===== config.mk =====
export PLATFORM = sky130hd
export DESIGN_NAME = adc_display_scanner
export DESIGN_NICKNAME = d
export VERILOG_FILES = /design/src/rtl/adc_display_scanner.sv
export SDC_FILE = /design/constraint.sdc
export NUM_CORES = 1
export LEC_CHECK = 0
export CAP_MARGIN = 20
export CORE_UTILIZATION = 55
export CTS_CLUSTER_SIZE = 16
export DETAILED_ROUTE_END_ITERATION = 8
export GPL_ROUTABILITY_DRIVEN = 0
export GPL_TIMING_DRIVEN = 0
export PLACE_DENSITY = 0.79
export SLEW_MARGIN = 20
export SYNTH_ARGS = -nofsm -noshare
export SYNTH_HDL_FRONTEND = slang
export SYNTH_SLANG_ARGS = --single-unit

===== constraint.sdc =====
create_clock -name clk -period 3.8 [get_ports clk]
set_clock_uncertainty 0.15 [all_clocks]
set_input_delay 0.57 -clock clk [delete_from_list [all_inputs] [get_ports clk]]
set_output_delay 0.57 -clock clk [all_outputs]
set_load 0.1 [all_outputs]

===== src/rtl/adc_display_scanner.sv =====
// adc_display_scanner: rate-limited snapshot of the ADC word shown on a
// 4-digit common-anode multiplexed seven-segment display.
// Ports:
//   clk        system clock
//   reset      asynchronous active-low reset
//   data_in    16-bit ADC word, qualified by data_valid
//   mode       format select (00 hex, 01 BCD, 10 raw, 11 averaged)
//   data_valid one-cycle pulse marking a new data_in
//   blank_en   leading-zero blanking enable
//   an         digit anodes, active-low, an[0] is the rightmost digit
//   seg        segment cathodes {g,f,e,d,c,b,a}, active-low
//   dp         decimal point, active-low
//   snapshot   word currently displayed
module adc_display_scanner #(
   parameter int REFRESH_DIV = 100000,
   parameter int GUARD       = 4,
   parameter int UPDATE_DIV  = 25000000
) (
   input  logic        clk,
   input  logic        reset,
   input  logic [15:0] data_in,
   input  logic [1:0]  mode,
   input  logic        data_valid,
   input  logic        blank_en,
   output logic [3:0]  an,
   output logic [6:0]  seg,
   output logic        dp,
   output logic [15:0] snapshot
);

   localparam int PW = $clog2(REFRESH_DIV);
   localparam int UW = $clog2(UPDATE_DIV);

   localparam logic [1:0] MODE_BCD = 2'b01;

   logic [PW-1:0] pre_cnt;
   logic [UW-1:0] upd_cnt;
   logic [1:0]    idx;
   logic [1:0]    mode_q;
   logic          update_due;

   logic          pre_wrap;
   logic          upd_wrap;
   logic          in_guard;
   logic          capture;
   logic [3:0]    nib;
   logic          blank;
   logic [6:0]    glyph;

   logic [3:0]    an_next;
   logic [6:0]    seg_next;
   logic          dp_next;

   assign pre_wrap = (pre_cnt == PW'(REFRESH_DIV - 1));
   assign upd_wrap = (upd_cnt == UW'(UPDATE_DIV - 1));
   assign in_guard = (pre_cnt < PW'(GUARD));

   // A capture on the wrap cycle itself is allowed, so a pulse that lands
   // exactly on the period boundary is not lost.
   assign capture  = data_valid & (update_due | upd_wrap);

   assign nib = snapshot[{idx, 2'b00} +: 4];

   function automatic logic [6:0] hex7(input logic [3:0] v);
      logic [6:0] s;
      unique case (v)
         4'h0: s = 7'h40;
         4'h1: s = 7'h79;
         4'h2: s = 7'h24;
         4'h3: s = 7'h30;
         4'h4: s = 7'h19;
         4'h5: s = 7'h12;
         4'h6: s = 7'h02;
         4'h7: s = 7'h78;
         4'h8: s = 7'h00;
         4'h9: s = 7'h10;
         4'hA: s = 7'h08;
         4'hB: s = 7'h03;
         4'hC: s = 7'h46;
         4'hD: s = 7'h21;
         4'hE: s = 7'h06;
         4'hF: s = 7'h0E;
      endcase
      return s;
   endfunction

   // Digit k is a leading zero when nibbles k..3 are all zero;
   // the rightmost digit always shows so zero reads as "0".
   always_comb begin
      blank = 1'b0;
      if (blank_en && (mode_q != MODE_BCD)) begin
         unique case (idx)
            2'd0: blank = 1'b0;
            2'd1: blank = (snapshot[15:4] == 12'h000);
            2'd2: blank = (snapshot[15:8] == 8'h00);
            2'd3: blank = (snapshot[15:12] == 4'h0);
         endcase
      end
   end

   always_comb begin
      glyph = hex7(nib);
      if ((mode_q == MODE_BCD) && (nib > 4'd9))
         glyph = 7'h3F;
   end

   // Guard window: all anodes and segments off so the previous digit's
   // pattern cannot ghost onto the next anode while drivers settle.
   always_comb begin
      an_next  = 4'hF;
      seg_next = 7'h7F;
      dp_next  = 1'b1;
      if (!in_guard) begin
         an_next  = ~(4'b0001 << idx);
         seg_next = blank ? 7'h7F : glyph;
         dp_next  = ~((idx == 2'd3) && (mode_q == MODE_BCD));
      end
   end

   always_ff @(posedge clk or negedge reset) begin
      if (!reset) begin
         upd_cnt    <= '0;
         update_due <= 1'b1;
         snapshot   <= 16'h0000;
         mode_q     <= 2'b00;
      end else begin
         upd_cnt <= upd_wrap ? '0 : upd_cnt + 1'b1;
         if (capture) begin
            snapshot   <= data_in;
            mode_q     <= mode;
            update_due <= 1'b0;
         end else if (upd_wrap) begin
            update_due <= 1'b1;
         end
      end
   end

   always_ff @(posedge clk or negedge reset) begin
      if (!reset) begin
         pre_cnt <= '0;
         idx     <= 2'd0;
         an      <= 4'hF;
         seg     <= 7'h7F;
         dp      <= 1'b1;
      end else begin
         pre_cnt <= pre_wrap ? '0 : pre_cnt + 1'b1;
         if (pre_wrap)
            idx <= idx + 2'd1;
         an  <= an_next;
         seg <= seg_next;
         dp  <= dp_next;
      end
   end

endmodule


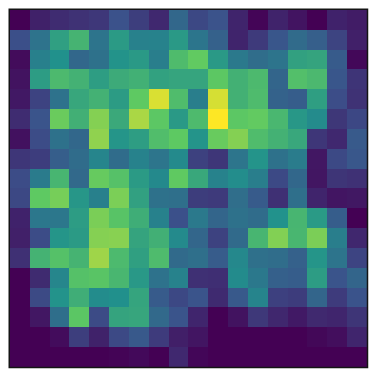
Figure 1: run 1, routed metal per tile.
Drawn at 4 px/um. 18 x 18 tiles, from dark purple (low) to yellow (high), scaled to the fullest tile. Values are wire area over tile area, all layers added.
The mean over all tiles is 0.19. The densest ninth of the die: north. 9.6% of the tiles are nearly empty. The fullest tile reaches 0.51. The emptiest ninth of the die: south-east.

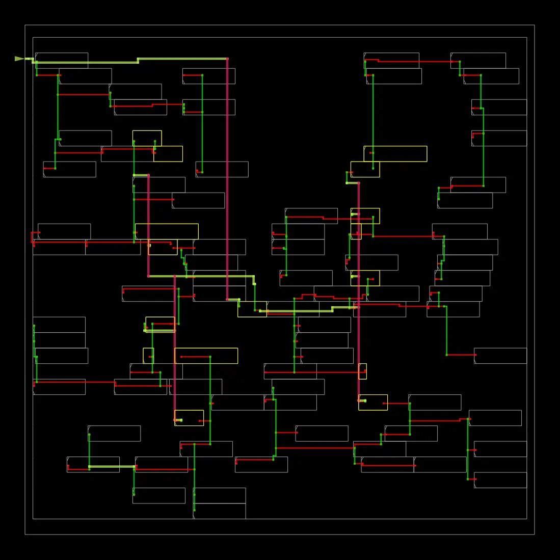
Figure 2: run 1, clock nets.
Seq cells: 75
clock buffers: 11
CTS sink cnt: 75
CTS buffer count: 9
P_clk: 739 uW

==> qor.csv, run 1 <==
metric,value,unit
dp_hpwl,6708,um
edf_count,0,
largest_area_cell,dfrtp_1,
logic_gate_count,311,
placedCellCount,564,
cp-end-kind,output port,
crit_family,buffers and inverters,
cpPeakStageDelay,1.20,ns
finalMaxSlewViolations,0,
synth.most_common_cell,dfrtp_1,
floorplan.nets,451,
n_antenna_cell,0,
wl_met3,406,um
wl_met1,4149,um
hold_viol,0,
die-area,7958,um2
wirelength,9423,um
fin_nets,512,
cts_root_buffer,clkbuf_8,
switchingPower,316.4,uW
instances_no_fill,581,
synth_cell_type_count,52,
grt_max_degree,55,
cts_tree,done,
logic_area,2148,um2
syn2layout_area_growth,21.06,%
grt_pass1_vias,3332,
clk_pin_slew,0.08,ns
comb-cell-share,0.4243,
place_area,4812,um2
max-vdd-ir-drop,0.0001925,V
drv_cap,0,
topCellsByArea,"dfrtp_1 (37%), dfstp_2 (8.2%), nand2_1 (3.9%), ha_1 (3.9%), o311ai_0 (3.8%)",
holdWs,0.3251,ns
pwr-share-seq,0.500,
stdcell_area,5064,um2
powerDensity,315.1,nW/um2
route.detailed.drc,0,
ant_nets,0,
fp_util,0.5736,
grt_overflow_total,0,
async_flop_share,1.000,
regArea,1893,um2
io_buffers,48,
worstPathMaxFanout,8,
fp.dieW,89.21,um
regMostFlops,upd_cnt,
grt_first_pass_wirelength,15280,um
pre_cts_ws,1.135,ns
power_leader,registers,
cts_setup_buffers,0,
drt-initial-drc-count,139,
postCtsHoldBufs,1,
cp_cell_sequence,clkdlybuf4s50_1,
reg.largest.list,"upd_cnt x25, pre_cnt x17, snapshot x16",
slew_headroom,0.3430,
vias_per_cell,5.976,
yosys_warnings,0,
hold_path.class,reg2reg,
avgRoutedWirePerCell,16.22,um
topRoutingLayerUsed,met4,
use_met1,0.3303,
area_share_nonclk_buffers,0.1208,
yosysChipArea,4183,um2
clkLatencyLatePin,0.34,ns
cts_buffer_depth,2,
critPathBufInv,1,
p_sw_frac,0.1983,
grt_busiest_layer,met2,
tns,0,ns
signal_buffers,68,
cts_max_level,3,
dr.pass1.iters,4,
fillers,569,
path_class,reg2out,
drive_gt1_frac,0.09336,
internal_power,1279,uW
syn_inst,416,
synth_area,4183,um2
startpoint_type,flip-flop,
combinationalPowerShare,0.037,
area_dominant_class,multi-input combinational cells,
track_usage,0.2535,
final-clk-cell-share,0.04769,
p_clk_frac,0.463,
p_total,1596,uW
sequentialPower,798,uW
core,7292,um2
crit_required,3.08,ns
rsz0062_at_grt,false,
top_cells_by_count,"dfrtp_1 (62), nand2_1 (44), nor2_1 (25), nand2b_1 (20), o211ai_1 (20)",
vias,3472,
grt.met2_usage,0.4150,
finalSetupViolations,0,
final_common_cell,dfrtp_1,
p_leak,0.002086,uW
largest_reg_flops,25,
status,finished clean,
ioPinCount,50,
synth_top_area_share,0.3709,
yosysCellCount,416,
ff_type,dfrtp_1,
worst_pin_slew,0.9825,ns
critPathArrivalTime,2.07,ns
die_h,89.21,um
final_util,0.6944,
p_comb,59.0,uW
cts_resized,0,
sh_seq_area,0.3739,
cp_slowest_cell,clkdlybuf4s50_1,
fin_crit_sh,0.7339,
use_met3,0.04340,
ys_seq_frac,0.4526,
fmax,358.6,MHz
inv_count,12,
antenna_found_initial,0,
syn_avg_cell_area,10.05,um2
final_cell_mix,"dfrtp_1 (62), clkdlybuf4s50_1 (47), nand2_1 (44)",
fin_ws,1.011,ns
dr_wl_met2,4683,um
ys.flops,75,
warning_count,35,
tap_cells,99,
layout_min_cycle_time,2.789,ns
placementRows,31,
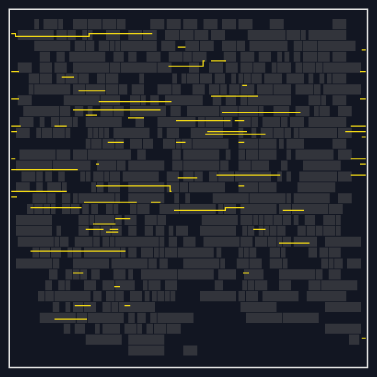
Figure 3: run 1, met3 routing.
Drawn at 4 px/um. Cells faint in the background.
The layer carries 407 um of wire. The longest straight run is 23.5 um. The layer holds 4.3% of the routed length. The wires run mostly horizontal. 47 nets have wire on it.

-- run 1: cell families (layout without fill, tap and decap cells) --
logic type                 Yosys count  after routing  synth area share
AOI/OAI and AO/OA                   82             82            0.1430
adders and majority gates           13             13           0.03889
DFF                                 75             75            0.4526
xor gates and xnor gates            30             30           0.06282
muxes                               15             15           0.04996
and+or+nand+nor                    171            171            0.2190
buffers and inverters               30             96           0.03380
-- run 1: path summary, 6_finish.rpt --
path                       cells after the start     endpoint  slack (ns)        start
max                                            1  snapshot[7]        1.01  snapshot[7]
min                                            1  upd_cnt[20]        0.33  upd_cnt[20]
max reg2reg                                    8       seg[3]        1.05       idx[0]
min reg2reg                                    1  upd_cnt[20]        0.33  upd_cnt[20]
max in group asynchronous                      3   update_due        2.36        reset
min in group asynchronous                      2  pre_cnt[12]        0.52        reset
Figure 4. Sizing map (run 1).
Drawn at 3 px/um.
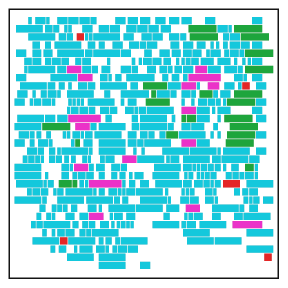

==> run 1 -> run 2 <==
Settings changed: CORE_UTILIZATION 55 to 51, PLACE_DENSITY 0.79 to 0.77.
Clock period 3.8 ns to 2.4 ns, I/O delays scaled along.
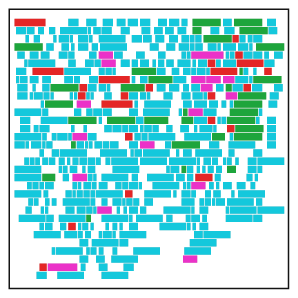
Figure 5: run 2, sizing map.
Drawn at 3 px/um.
Key: drive 6 and up = magenta [cells 17, share 3.4%, most used clkbuf_8]; drive 1 or less = cyan [cells 420, share 85%, most used dfrtp_1]; drive 3 to 4 = red [cells 23, share 4.7%, most used buf_4]; drive 2 = green [cells 33, share 6.7%, most used dfstp_2]

==> run 2 against run 1 <==
- the flow now finishes with violations (setup timing)
- sequential share of layout area decreased by 0.096 points
- worst setup slack lost 1.1 ns
- cell count rose by 2.4%
- via count grew 0.49%
- global-route usage shrank 1.1 points
- final area is 1.4% higher
- die area grew 7.7%
- register-to-register slack worse by 1.1 ns
- routed wire length up 3.5%
- critical endpoint is now seg[2]
- largest power group unchanged
==> qor.csv, run 2 <==
metric,value,unit
power_leader,registers,
placementRows,32,
cp-end-kind,flip-flop,
logic_area,2168,um2
p_sw_frac,0.2192,
dp_hpwl,6711,um
cp_cell_sequence,buf_6 -> mux4_2 -> inv_4 -> ha_4 -> nor2_2 -> o211ai_1 -> o211ai_2 -> a211o_1,
n_sequential_cell,75,
p_leak,0.002094,uW
top_cells_by_count,"dfrtp_1 (62), nand2_1 (44), nor2_1 (25), nand2b_1 (20), o211ai_1 (20)",
cts_made_buffers,9,
clkLatencyLatePin,0.35,ns
nClkBuffers,12,
final_cell_mix,"dfrtp_1 (53), nand2_1 (44), dlygate4sd2_1 (28)",
grt.met2_usage,0.3765,
drv_cap,0,
xor_share,0.06282,
reg.largest.list,"upd_cnt x25, pre_cnt x17, snapshot x16",
edf_count,0,
floorplan.nets,451,
drive_gt1_frac,0.1481,
crit_family,AND-OR/OR-AND gates,
ioPinCount,50,
place_area,4835,um2
die_h,92.56,um
cts_buffer_depth,2,
fmax,408.9,MHz
mux_share,0.04996,
yosysChipArea,4183,um2
dr.pass1.iters,4,
layout_min_cycle_time,2.446,ns
p_comb,93.7,uW
grt_busiest_layer,met2,
sh_seq_area,0.3729,
wl_met3,413,um
yosysCellCount,416,
use_met1,0.3340,
ant_nets,0,
finalSetupViolations,3,
synth_area,4183,um2
ff2ff_path_depth,8,
final-clk-cell-share,0.04143,
instances_no_fill,595,
area_dominant_class,multi-input combinational cells,
grt_max_degree,53,
io_buffers,48,
syn2layout_area_growth,22.73,%
stdcell_area,5134,um2
hold_path.class,in2async,
wl_met1,4495,um
critPathArrivalTime,2.58,ns
grt_overflow_total,0,
crit_required,2.54,ns
regArea,1914,um2
ys.flops,75,
topCellsByArea,"dfrtp_1 (37%), dfstp_2 (8.2%), nand2_1 (3.9%), ha_1 (3.9%), o311ai_0 (3.8%)",
n_antenna_cell,0,
signal_buffers,79,
p_clk_frac,0.434,
finalMaxSlewViolations,0,
fin_nets,523,
logic_gate_count,311,
drt-initial-drc-count,154,
die-area,8567,um2
hold_viol,0,
placedCellCount,567,
startpoint_type,flip-flop,
r2r_setup_slack,-0.05,ns
area_share_nonclk_buffers,0.1292,
dr_wl_met2,4625,um
worst_pin_slew,0.9709,ns
violations,setup timing,
status,"complete, but fails checks",
clk_pin_slew,0.08,ns
synthAdderAreaFrac,0.03889,
topRoutingLayerUsed,met4,
cp_slowest_cell,mux4_2,
cts_setup_buffers,2,
synth_cell_type_count,52,
postCtsHoldBufs,1,
slew_headroom,0.3553,
holdWs,0.2942,ns
clock_sinks,75,
core,7848,um2
fin_ws,-0.04573,ns
max-vdd-ir-drop,0.0002931,V
syn_inst,416,
tns,-0.08100,ns
pwr-share-seq,0.527,
warning_count,36,
pre_cts_ws,-0.1568,ns
powerDensity,466.8,nW/um2
cts_root_buffer,clkbuf_8,
r2r_end,seg[2],
reg2reg_from,idx[0],
fin_crit_sh,1.019,
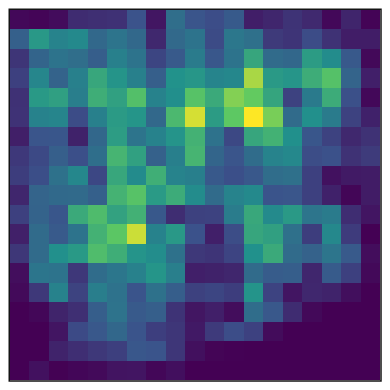
Figure 6: run 2, routed metal per tile.
Drawn at 4 px/um. 19 x 19 tiles, from dark purple (low) to yellow (high), scaled to the fullest tile. Values are wire area over tile area, all layers added.
final wirelength: 9757 um
WL/cell: 16.40 um
GR Util All Layers: 0.2427
vias: 3489

-- run 2: cell types whose count changed in the layout (fill, tap and decap cells not counted), sizes merged --
cell           change
clkdlybuf4s50     -28
dlygate4sd2       +28
buf               +11
bufinv             -2
clkbuf             +1
clkinvlp           +1
-- run 2: how the worst max path moves through the flow --
stage                 from  slack, ns  depth (start not counted)     endpoint
2_1_floorplan  snapshot[8]     0.0009                          7       seg[1]
3_3_place_gp         reset      -2.22                          1  snapshot[5]
3_5_place_dp        idx[0]      -0.16                          8       seg[0]
4_1_cts             idx[0]      0.004                          8       seg[0]
5_1_grt             idx[0]      -0.12                          8       seg[2]
6_report            idx[0]      -0.05                          8       seg[2]
Power figures rest on the tool's default switching activity, not on a simulated workload.
